**src/rtl/sample_gather.sv**
```systemverilog
// rtl/sample_gather.sv - packs a serial sample stream into LANES-wide vectors for reg_sum
// Double-buffered: a fill buffer collects samples while the output buffer holds a vector for downstream.
module sample_gather #(
  parameter int WIDTH = 8,
  parameter int LANES = 4,
  parameter int CNT_W = 16
) (
  input  logic                         clk_i,
  input  logic                         rst_ni,
  input  logic [WIDTH-1:0]             s_data_i,
  input  logic                         s_valid_i,
  input  logic                         s_last_i,
  output logic                         s_ready_o,
  output logic [WIDTH-1:0]             x_o [LANES-1:0],
  output logic                         x_valid_o,
  input  logic                         x_ready_i,
  output logic [$clog2(LANES+1)-1:0]   x_count_o,
  output logic [CNT_W-1:0]             grp_cnt_o
);

  localparam int IDX_W = (LANES > 1) ? $clog2(LANES) : 1;
  localparam int CW    = $clog2(LANES+1);

  logic [WIDTH-1:0] fill_q [LANES-1:0];
  logic [WIDTH-1:0] fill_d [LANES-1:0];
  logic [IDX_W-1:0] idx_q;
  logic             pend_q;
  logic [CW-1:0]    pend_cnt_q;
  logic             hs, complete, slot_free, handover, transfer;
  logic [CW-1:0]    grp_len;

  // Ready depends only on the pend flag so x_ready_i never reaches s_ready_o combinationally.
  assign s_ready_o = !pend_q;
  assign hs        = s_valid_i && !pend_q;
  assign complete  = hs && (s_last_i || (idx_q == IDX_W'(LANES-1)));
  assign slot_free = !x_valid_o || x_ready_i;
  assign handover  = x_valid_o && x_ready_i;
  assign transfer  = (complete || pend_q) && slot_free;
  assign grp_len   = pend_q ? pend_cnt_q : CW'(idx_q) + CW'(1);

  // Fill contents including the sample arriving this cycle, so a completing sample transfers directly.
  always_comb begin
    fill_d = fill_q;
    if (hs) fill_d[idx_q] = s_data_i;
  end

  always_ff @(posedge clk_i or negedge rst_ni) begin
    if (!rst_ni) begin
      for (int i = 0; i < LANES; i++) begin
        x_o[i]    <= '0;
        fill_q[i] <= '0;
      end
      idx_q      <= '0;
      pend_q     <= 1'b0;
      pend_cnt_q <= '0;
      x_valid_o  <= 1'b0;
      x_count_o  <= '0;
      grp_cnt_o  <= '0;
    end else begin
      if (handover) grp_cnt_o <= grp_cnt_o + CNT_W'(1);

      if (transfer) begin
        x_o       <= fill_d;
        x_count_o <= grp_len;
        x_valid_o <= 1'b1;
        pend_q    <= 1'b0;
        // Cleared so unwritten lanes of a short group read as zero.
        for (int i = 0; i < LANES; i++) fill_q[i] <= '0;
      end else begin
        if (handover) x_valid_o <= 1'b0;
        if (complete) begin
          pend_q     <= 1'b1;
          pend_cnt_q <= grp_len;
        end
        fill_q <= fill_d;
      end

      if (complete)  idx_q <= '0;
      else if (hs)   idx_q <= idx_q + IDX_W'(1);
    end
  end

endmodule

```
**config.mk**
```make
export PLATFORM = sky130hd
export DESIGN_NAME = sample_gather
export DESIGN_NICKNAME = d
export VERILOG_FILES = /design/src/rtl/sample_gather.sv
export SDC_FILE = /design/constraint.sdc
export NUM_CORES = 1
export LEC_CHECK = 0
export CAP_MARGIN = 15
export CORE_MARGIN = 5
export CORE_UTILIZATION = 45
export CTS_CLUSTER_SIZE = 30
export DETAILED_ROUTE_END_ITERATION = 10
export PLACE_DENSITY = 0.73
export SYNTH_ARGS = -nofsm -noshare
export SYNTH_HDL_FRONTEND = slang
export SYNTH_SLANG_ARGS = --single-unit
```
**constraint.sdc**
```tcl
create_clock -name clk_i -period 2.4 [get_ports clk_i]
set_input_delay 0.48 -clock clk_i [delete_from_list [all_inputs] [get_ports clk_i]]
set_output_delay 0.48 -clock clk_i [all_outputs]
set_load 0.005 [all_outputs]
```
==> results.cfg <==
; yosys + openroad results
[setup_path]
critPathTopFamily = buffers and inverters
reg2reg_slack_ps = 610
crit_type = register to output pin
cpMaxStageDelayCell = dfrtp_1
r2r_cells = 4
crit_end = s_ready_o
startpoint = pend_q$_DFFE_PN0P_
cp-end-kind = output pin
path_max_fanout = 9
r2r_end = x_o[2]$_DFFE_PN0P_
r2r_start = pend_q$_DFFE_PN0P_
cp.depth = 2

[cts]
cts-resized-gates = 0
h-tree-depth = 3
ctsHoldBuffers = 0
clock_sinks = 90
cts_tree = yes
cts_buffers = 9
clock_latency_ps = 360
clock-root-buffer = clkbuf_8
clkSlewWorstSetupHoldPaths_ps = 90

[final_layout]
clockNetworkAreaShare = 0.04168
antennaDiodeCount = 0
largest_class = registers
reg_top3 = fill_q (32), x_o (32), grp_cnt_o (16)
postLayoutCoreUtil = 0.5875
stdcell_area_um2 = 4563
nets = 397
clock_buffers = 9
drive_above_1_share = 0.08854
flops = 90
lay_top_count = dfrtp_1
comb_area_um2 = 1260
regArea_um2 = 2252
bufAreaShareNonClock = 0.1574
comb_cells = 203

[route]
dr.pass1.iters = 4
met1Wirelength_mm = 3.678
vias = 2437
met2WireLength_mm = 3.256
antenna_left = 0
met3_wirelength_um = 364
vias_per_cell = 5.014
drtIter0Drc = 119

[die]
num_rows = 32
initial_utilization = 0.4623
core-area_um2 = 7767
tap-cell-count = 102
die_w_um = 99.33
die_area_um2 = 9866

[logic_synthesis]
synthTopCellsByArea = dfrtp_1, mux2i_1, o21ai_0, nor2_1, nand2_1
yosysChipArea_um2 = 3591
yosys.area.top_type_share = 0.6272
syn-num-nets = 327
syn_area_um2 = 3591
largest_area_cell = dfrtp_1
ys_seq_frac = 0.6272
syn-instance-count = 309
syn_avg_cell_area_um2 = 11.62

[power_and_ir_drop]
cellPowerDensity_nw_per_um2 = 897.0
power_mw = 4.093
switchingPower_mw = 1.251
p_leak_nw = 2.244
combinationalPowerShare = 0.257
internal_power_mw = 2.842
seqPwrFrac = 0.499

[grt]
use_met3 = 0.04278
antenna_found_initial = 0
grt_pass1_vias = 2539
grt_max_degree = 46
grt_remaining_overflow = 0

[placement]
dpl.hpwl_mm = 5.217
numPortBuffers = 65
place_inst = 470
gp_congestion = 0.7653
place_ws_ps = 203.7

[timing]
final-setup-viol-count = 0
rsz0062_at_grt = false
holdWs_ps = 111.1
setup_tns_ps = 0
tightestPinTransition_ps = 579.8
hold_violations = 0
max_freq_mhz = 508.9
drv_slew = 0
fin_skew_ps = 11.71

[run]
warnings = 29

[outcome]
outcome = complete, no violations

[worst_hold_path]
hold_class = input port to asynchronous set/reset pin
## cell families after synthesis
group | synth area share
fa+ha+maj | 0.01742
buf+inv | 0.02404
simple gates | 0.1279
mux | 0.1073
compound gates | 0.05958
flops | 0.6272
xor+xnor | 0.03658
## synth_stat cells (all sizes together)
cell	instances
and4	1
nor2b	1
and3	1
nand3	8
o21ai	38
nand2	43
buf	9
ha	5
o21a	2
clkbuf	3
a21oi	1
mux2i	34
nor3	1
nor2	40
and2	2
xnor2	11
dfrtp	90
inv	4
nor3b	1
xor2	4
nand4	5
mux2	4
nand2b	1
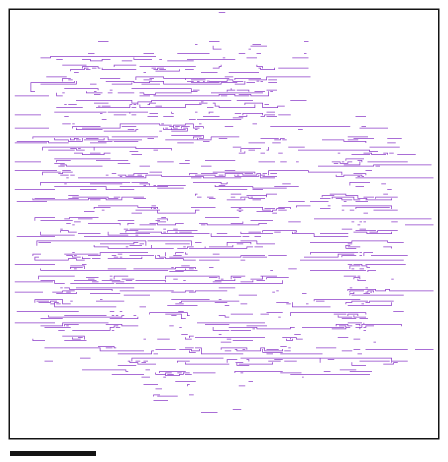
**Above:** met1 routing.
The bar under the picture is 20 µm long.
main direction = horizontal
longest straight run = 38.6 µm
wire length on this layer = 3,680 µm
share of all routed wire = 50%

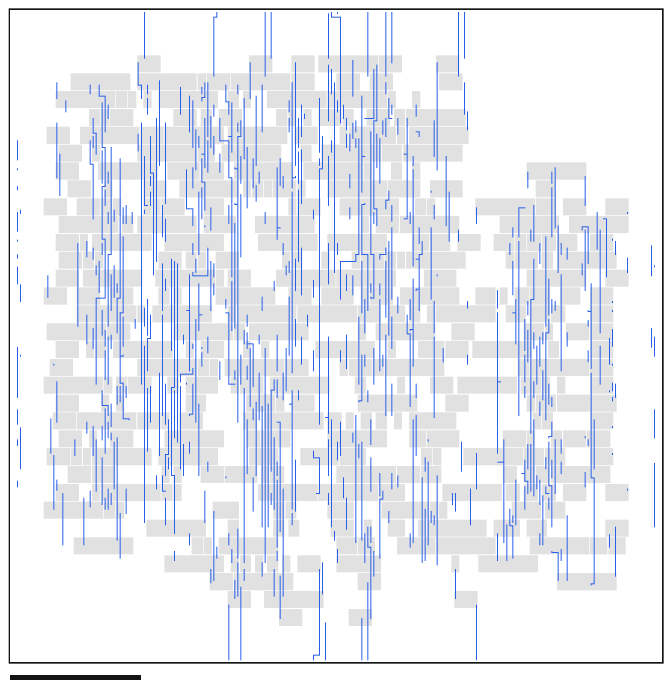
**Above:** the metal 2 layer.
The bar under the picture is 20 µm long. Cells faint in the background.
longest straight run = 43.5 µm
nets with wire on the layer = 344
wire length on this layer = 3,260 µm

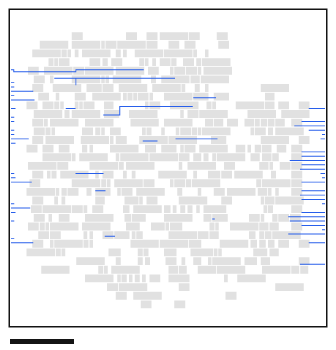
**Above:** metal 3.
The bar under the picture is 20 µm long. Cells faint in the background.
share of all routed wire = 4.9%
main direction = horizontal
nets with wire on the layer = 51

